===== src/rtl/serial_adder_if.sv =====
// Operand/result bundle for the bit-serial adder: the requester drives the
// start strobe and operands, the adder returns status, result and FSM state.
interface serial_adder_if #(
    parameter int WIDTH = 8
);
    logic             start;
    logic [WIDTH-1:0] a_in;
    logic [WIDTH-1:0] b_in;
    logic             cin_in;
    logic             busy;
    logic             done;
    logic [WIDTH-1:0] sum;
    logic             cout;
    logic [1:0]       dbg_state;

    // Handshake: start is taken only while busy=0; done pulses for one cycle
    // when sum/cout have just been updated; start while busy is dropped.
    modport master (
        output start, a_in, b_in, cin_in,
        input  busy, done, sum, cout, dbg_state
    );

    modport slave (
        input  start, a_in, b_in, cin_in,
        output busy, done, sum, cout, dbg_state
    );
endinterface


===== src/rtl/serial_adder.sv =====
// Bit-serial WIDTH-bit adder: operands stream LSB-first through one full-adder
// cell, carry is held in a flop between bits, sum bits collect in a shift reg.
module fa (
    input  logic a,
    input  logic b,
    input  logic cin,
    output logic s,
    output logic cout
);
    assign s    = a ^ b ^ cin;
    assign cout = (a & b) | (a & cin) | (b & cin);
endmodule

module serial_adder #(
    parameter int WIDTH = 8
) (
    input  logic           clk,
    input  logic           rst_n,
    serial_adder_if.slave  bus
);
    typedef enum logic [1:0] {
        IDLE  = 2'd0,
        SHIFT = 2'd1,
        DONE  = 2'd2
    } state_t;

    localparam int            CW   = (WIDTH > 1) ? $clog2(WIDTH) : 1;
    localparam logic [CW-1:0] LAST = CW'(WIDTH - 1);

    state_t           r_state;
    state_t           w_next;
    logic [WIDTH-1:0] r_a;
    logic [WIDTH-1:0] r_b;
    logic [WIDTH-1:0] r_sumsr;
    logic [WIDTH-1:0] r_sum;
    logic             r_carry;
    logic             r_cout;
    logic [CW-1:0]    r_cnt;
    logic             w_s;
    logic             w_co;
    logic             w_last;
    logic [WIDTH-1:0] w_sum_next;
    logic             w_busy;
    logic             w_done;

    fa u_fa (r_a[0], r_b[0], r_carry, w_s, w_co);

    assign w_last = (r_state == SHIFT) && (r_cnt == LAST);

    // The newest sum bit enters at the MSB so bit 0 ends up at position 0.
    generate
        if (WIDTH == 1) begin : g_w1
            assign w_sum_next = w_s;
        end else begin : g_wn
            assign w_sum_next = {w_s, r_sumsr[WIDTH-1:1]};
        end
    endgenerate

    always_ff @(posedge clk or negedge rst_n) begin
        if (!rst_n) begin
            r_state <= IDLE;
        end else begin
            r_state <= w_next;
        end
    end

    always_comb begin
        w_next = r_state;
        case (r_state)
            IDLE:    if (bus.start) w_next = SHIFT;
            SHIFT:   if (w_last) w_next = DONE;
            DONE:    w_next = IDLE;
            default: w_next = IDLE;
        endcase
    end

    always_comb begin
        w_busy = (r_state != IDLE);
        w_done = (r_state == DONE);
    end

    always_ff @(posedge clk or negedge rst_n) begin
        if (!rst_n) begin
            r_a     <= '0;
            r_b     <= '0;
            r_sumsr <= '0;
            r_carry <= 1'b0;
            r_cnt   <= '0;
            r_sum   <= '0;
            r_cout  <= 1'b0;
        end else begin
            case (r_state)
                IDLE: begin
                    if (bus.start) begin
                        r_a     <= bus.a_in;
                        r_b     <= bus.b_in;
                        r_carry <= bus.cin_in;
                        r_cnt   <= '0;
                    end
                end
                SHIFT: begin
                    r_a     <= r_a >> 1;
                    r_b     <= r_b >> 1;
                    r_sumsr <= w_sum_next;
                    r_carry <= w_co;
                    // Count returns to 0 on the last bit so it never passes WIDTH-1.
                    r_cnt   <= w_last ? '0 : r_cnt + 1'b1;
                    if (w_last) begin
                        r_sum  <= w_sum_next;
                        r_cout <= w_co;
                    end
                end
                default: ;
            endcase
        end
    end

    assign bus.busy      = w_busy;
    assign bus.done      = w_done;
    assign bus.sum       = r_sum;
    assign bus.cout      = r_cout;
    assign bus.dbg_state = r_state;
endmodule


===== src/flat_wrapper.sv =====
// flat-port wrapper written by rule: the top's interface ports become plain ports
module serial_adder_flat 
#(
    parameter int WIDTH = 8
)
  (clk, rst_n, bus_start, bus_a_in, bus_b_in, bus_cin_in, bus_busy, bus_done, bus_sum, bus_cout, bus_dbg_state);
  serial_adder_if #(.WIDTH(WIDTH)) bus_i ();
  input  logic clk;
  input  logic rst_n;
  input wire logic [$bits(bus_i.start)-1:0] bus_start;
  input wire logic [$bits(bus_i.a_in)-1:0] bus_a_in;
  input wire logic [$bits(bus_i.b_in)-1:0] bus_b_in;
  input wire logic [$bits(bus_i.cin_in)-1:0] bus_cin_in;
  output wire logic [$bits(bus_i.busy)-1:0] bus_busy;
  output wire logic [$bits(bus_i.done)-1:0] bus_done;
  output wire logic [$bits(bus_i.sum)-1:0] bus_sum;
  output wire logic [$bits(bus_i.cout)-1:0] bus_cout;
  output wire logic [$bits(bus_i.dbg_state)-1:0] bus_dbg_state;
  assign bus_i.start = bus_start;
  assign bus_i.a_in = bus_a_in;
  assign bus_i.b_in = bus_b_in;
  assign bus_i.cin_in = bus_cin_in;
  assign bus_busy = bus_i.busy;
  assign bus_done = bus_i.done;
  assign bus_sum = bus_i.sum;
  assign bus_cout = bus_i.cout;
  assign bus_dbg_state = bus_i.dbg_state;
  serial_adder #(.WIDTH(WIDTH)) u_core (.clk(clk), .rst_n(rst_n), .bus(bus_i));
endmodule

===== config.mk =====
export PLATFORM = sky130hd
export DESIGN_NAME = serial_adder_flat
export DESIGN_NICKNAME = d
export VERILOG_FILES = /design/src/rtl/serial_adder_if.sv /design/src/rtl/serial_adder.sv /design/src/flat_wrapper.sv
export SDC_FILE = /design/constraint.sdc
export NUM_CORES = 1
export LEC_CHECK = 0
export CAP_MARGIN = 0
export CORE_ASPECT_RATIO = 0.5
export CORE_MARGIN = 1.5
export CORE_UTILIZATION = 30
export CTS_CLUSTER_DIAMETER = 200
export CTS_CLUSTER_SIZE = 12
export DETAILED_ROUTE_END_ITERATION = 10
export PLACE_DENSITY = 0.54
export SLEW_MARGIN = 5
export SYNTH_ARGS = -nofsm -noshare
export SYNTH_HDL_FRONTEND = slang
export SYNTH_SLANG_ARGS = --single-unit
export TNS_END_PERCENT = 50

===== constraint.sdc =====
create_clock -name clk -period 1.6 [get_ports clk]
set_clock_uncertainty 0.15 [all_clocks]
set_input_delay 0.32 -clock clk [delete_from_list [all_inputs] [get_ports clk]]
set_output_delay 0.32 -clock clk [all_outputs]
set_load 0.005 [all_outputs]

Figure 1. Where the registers sit.
Scale bar: 20 um. Other sequential cells in the stronger gray, the rest of the logic in the fainter gray.
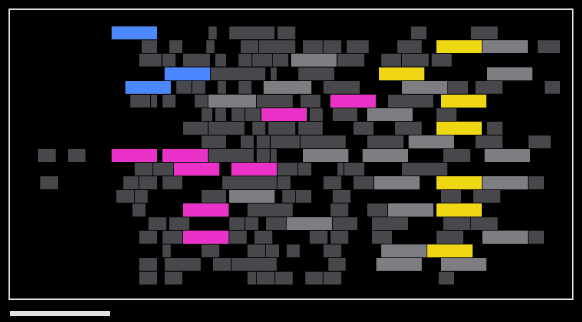
| signal | color | sequential cells |
|---|---|---|
| `u_core.r_sumsr` | yellow | 7 |
| `u_core.r_cnt` | blue | 3 |
| `u_core.r_b` | magenta | 8 |
not colored: 20

Figure 2. Clock nets.
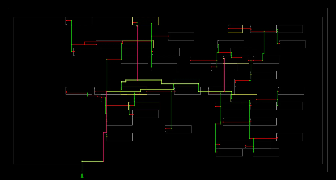
number of buffers inserted during clock tree synthesis: 5
tally of clock buffers in the finished layout: 6
clk sink count: 38

Figure 3. Gate families picked out.
Scale bar: 20 um.
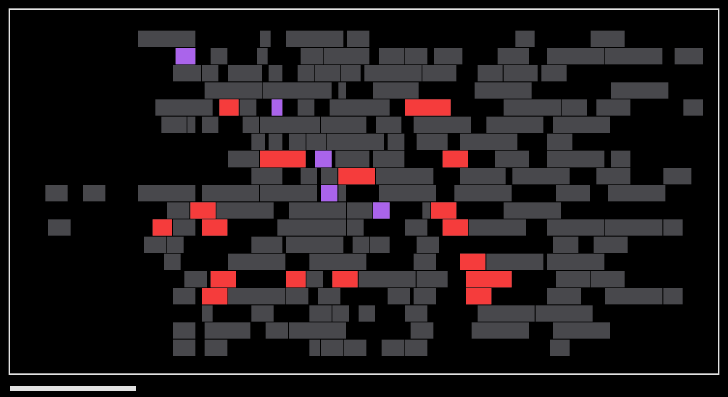
| family | color | cells |
|---|---|---|
| inverting AOI/OAI gates | purple | 5 |
| AND-OR and OR-AND gates | red | 17 |

Figure 4. Signal wires by layer.
Two of the layers only.
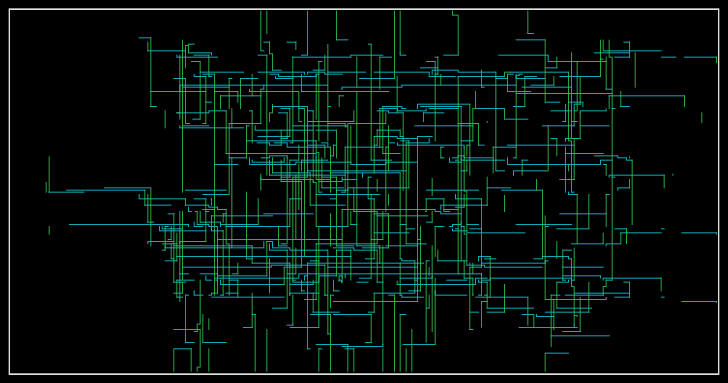
| layer | color | wire length |
|---|---|---|
| metal 1 | cyan | 1830 um |
| metal 2 | green | 1810 um |

==> impl.org <==
#+TITLE: Implementation results

** Outcome
- The run finished, with violations left.
- The checks that failed: negative setup slack.

** Clocking
- TritonCTS built the clock tree.
- In this run the deepest clock path goes through 2 buffers.
- On the worst setup and hold paths after CTS, the clock-pin slew comes to 0.06 ns.
- Buffers inserted by post-CTS timing repair :: 3
- Clk Tree Root Cell :: sky130_fd_sc_hd__clkbuf_16
- Per the CTS log, the maximum H-tree level is 2.
- After clock tree synthesis, the repair step resized 30 gates.
- Hold bufs inserted after CTS :: 1

** Logic synthesis
- The cell-mix breakdown from Yosys lists the simple-gate area share as between 10% and 20%.
- Main kind of combinational logic by area :: simple AND/OR/NAND/NOR gates
- The main area contributors are sky130_fd_sc_hd__dfrtp_1 53%, sky130_fd_sc_hd__o221a_2 8.2%, sky130_fd_sc_hd__mux2_4 7.5%, sky130_fd_sc_hd__or4b_1 7.3%, sky130_fd_sc_hd__mux2_2 5.0%.
- The cell-mix breakdown from Yosys lists the adder-cell area share as ~2.5%.
- Of the post-synthesis cell area, the dominant cell type holds between 50% and 60%.
- sky130_fd_sc_hd__dfrtp_1 is the most common cell in the netlist.
- Number of nets produced by synthesis :: approximately 150
- Dominant flop cell :: sky130_fd_sc_hd__dfrtp_1
- For this run, the chip area from Yosys synthesis comes to approximately 1800 um^2.
- The cell-mix breakdown from Yosys lists the XOR/XNOR area share as 0%.
- Summing every instance area after synthesis gives 1790 um^2.
- For reference, the mux area share after synthesis is 12.6%.
- Yosys Warn Count :: 0
- Post-synthesis average cell area :: 14.4 um^2
- The post-synth count of flops with an enable pin is 0.
- Post-synthesis cell count :: roughly 120

** Worst setup path
- The critical path in this run is classified as flop to flop.
- The launch point of the worst register-to-register path is recorded as u_core.bus.dbg_state[0]$_DFFE_PN0P_.
- Critical path startpoint :: u_core.bus.dbg_state[0]$_DFFE_PN0P_
- WP data required :: 1.62 ns
- Maximum fanout encountered on the critical timing path :: 6
- Category of the worst setup path launch point :: flop
- FF-to-FF path depth :: 4

** Run
- OpenROAD emitted warnings numbering 28.
- Max-cap violations :: 0

** Placement
- # port buffers :: 32
- Per the detailed placement report, the placed cell area equals roughly 2300 um^2.

** Power
- The power report attributes to the combinational group a share of 40.9%.
- Part of the power in the clock network :: 25.3%
- The internal portion of the total power is between 3 and 4 mW.
- Net Sw Frac :: between 20 and 30%
- Peak VDD IR :: a little under 0.6 mV
- Total Power Consumption :: roughly 5.1 mW
- Summed over all nets, the switching power comes to between 1 and 1.5 mW.
- Looking at the power breakdown, sequential logic takes between 30% and 40% of the total.
- PwrDens :: 1940 nW/um^2

** Hold path
- In the hold timing report, the worst path depth is 1.

** Layout
- Antenna Cells :: 0
- The layout summary lists the proportion of cells stronger than drive strength 1 as between 40 and 50%.
- Total non-filler cell area in the finished layout :: ~2700 um^2
- Final layout net count :: just under 200
- Final cell count without fillers :: about 250
- Finished Core Util :: between 40% and 50%

** Timing
- Least-Margin Pin Slew :: approximately 0.3 ns
- Final-report hold violation count :: 0
- Setup slack on the critical path of the routed design comes to -0.0363 ns.
- Remaining max-slew budget at the tightest pin :: around four fifths
- The most critical hold endpoint after final layout shows a slack of about 0.35 ns.
- Setup violations, final :: 16
- The final critical path takes up 102% of the cycle.

** Die
- Core area :: 5610 um^2
- Die extent in x :: roughly 110 um
- Area enclosed by the die boundary :: 6470 um^2
- Cell row count :: 19
- Pin placement for this block handled 33 I/O pins.

** GRT
- The first global-routing pass estimated approximately 6400 um of wire.
- Met2 track demand over resource in global routing :: a little over a fifth
- Met3 global-route usage :: just under 4%
- Largest net degree at the start of global routing :: 39
- The number of antenna violations at the first check in global routing came to 0.
- The global routing report lists combined usage of all routing layers as between 10% and 20%.

** Routing
- Remaining routing DRC violations :: 0
- Per the post-route antenna check, the number of violating nets is 0.
- DR vias :: approximately 1300
- Pre-antenna DRT Iters :: 6
- Drt wl/cell :: 15.3 um
- Routed wire length :: 3820 um
[cell usage in the layout, fill, tap and decap left out, types with 2 or more instances in the layout]
cell type                         instances
sky130_fd_sc_hd__buf_12                   4
sky130_fd_sc_hd__mux2_4                  11
sky130_fd_sc_hd__nor4b_1                  2
sky130_fd_sc_hd__o221a_2                 10
sky130_fd_sc_hd__nor4bb_1                 2
sky130_fd_sc_hd__buf_6                    4
sky130_fd_sc_hd__mux2_2                   6
sky130_fd_sc_hd__clkdlybuf4s50_1         18
sky130_fd_sc_hd__a211o_1                  2
sky130_fd_sc_hd__inv_1                    4
sky130_fd_sc_hd__buf_2                    3
sky130_fd_sc_hd__or4b_1                   9
sky130_fd_sc_hd__buf_4                   12
sky130_fd_sc_hd__a211oi_1                 2
sky130_fd_sc_hd__dfrtp_2                  2
sky130_fd_sc_hd__o221a_4                  3
sky130_fd_sc_hd__clkbuf_16                7
sky130_fd_sc_hd__bufinv_16                2
sky130_fd_sc_hd__dfrtp_1                 36
sky130_fd_sc_hd__nand2b_1                 2
sky130_fd_sc_hd__or4b_4                   4
sky130_fd_sc_hd__dlymetal6s2s_1           3
sky130_fd_sc_hd__dlygate4sd2_1            7
sky130_fd_sc_hd__nor3b_1                  5
[power by group through the flow]
stage | Clock (mW) | Sequential, mW | Combinational [mW]
after CTS | 1.33 | 1.72 | 1.88
final | 1.30 | 1.73 | 2.11
after global placement | 0 | 1.71 | 1.76
after global routing | 1.38 | 1.80 | 2.32
after detailed placement | 0 | 1.72 | 1.80
after floorplan | 0 | 1.67 | 1.19
[metrics by stage]
step	setup TNS, ns	setup slack [ns]
detailed placement	-3.37	-0.225
global placement	-3.09	-0.216
CTS	-0.472	-0.0826
floorplan	0	0.0310
finish	-0.412	-0.0363
global route	-1.94	-0.0950
[final timing paths]
kind | endpoint | slack (ns)
worst max-delay path | u_core.r_b[2]$_DFFE_PN0P_ | -0.04
worst max register to register | u_core.r_b[2]$_DFFE_PN0P_ | -0.04
max in group asynchronous | u_core.bus.dbg_state[1]$_DFFE_PN0P_ | 0.70
min in group asynchronous | u_core.r_b[4]$_DFFE_PN0P_ | 0.38
worst min register to register | u_core.bus.sum[3]$_DFFE_PN0P_ | 0.35
worst min-delay path | u_core.bus.sum[3]$_DFFE_PN0P_ | 0.35
[layer usage]
| metal | routed length (um) | up-vias |
|---|---|---|
| met4 | 56 | 0 |
| met2 | 1810 | 19 |
| met3 | 122 | 6 |
| met5 | 0 | - |
| li1 | - | 584 |
| met1 | 1830 | 646 |
[critical path, stage by stage (launching register included)]
cell,delay [ns]
sky130_fd_sc_hd__dfrtp_2,0.43
sky130_fd_sc_hd__buf_8,0.15
sky130_fd_sc_hd__clkbuf_16,0.15
sky130_fd_sc_hd__or4b_4,0.51
sky130_fd_sc_hd__o221a_4,0.13
[final cells by class]
type	instances	area, um^2
multi-input combinational	70	806
clock inverter	2	60.1
timing repair buffer	56	589
tap	73	91.3
clock buffer	6	139
sequential	38	953
inverter	4	15.0
fill	482	2960
No activity file was given, so power comes from the tool's default toggle rates.
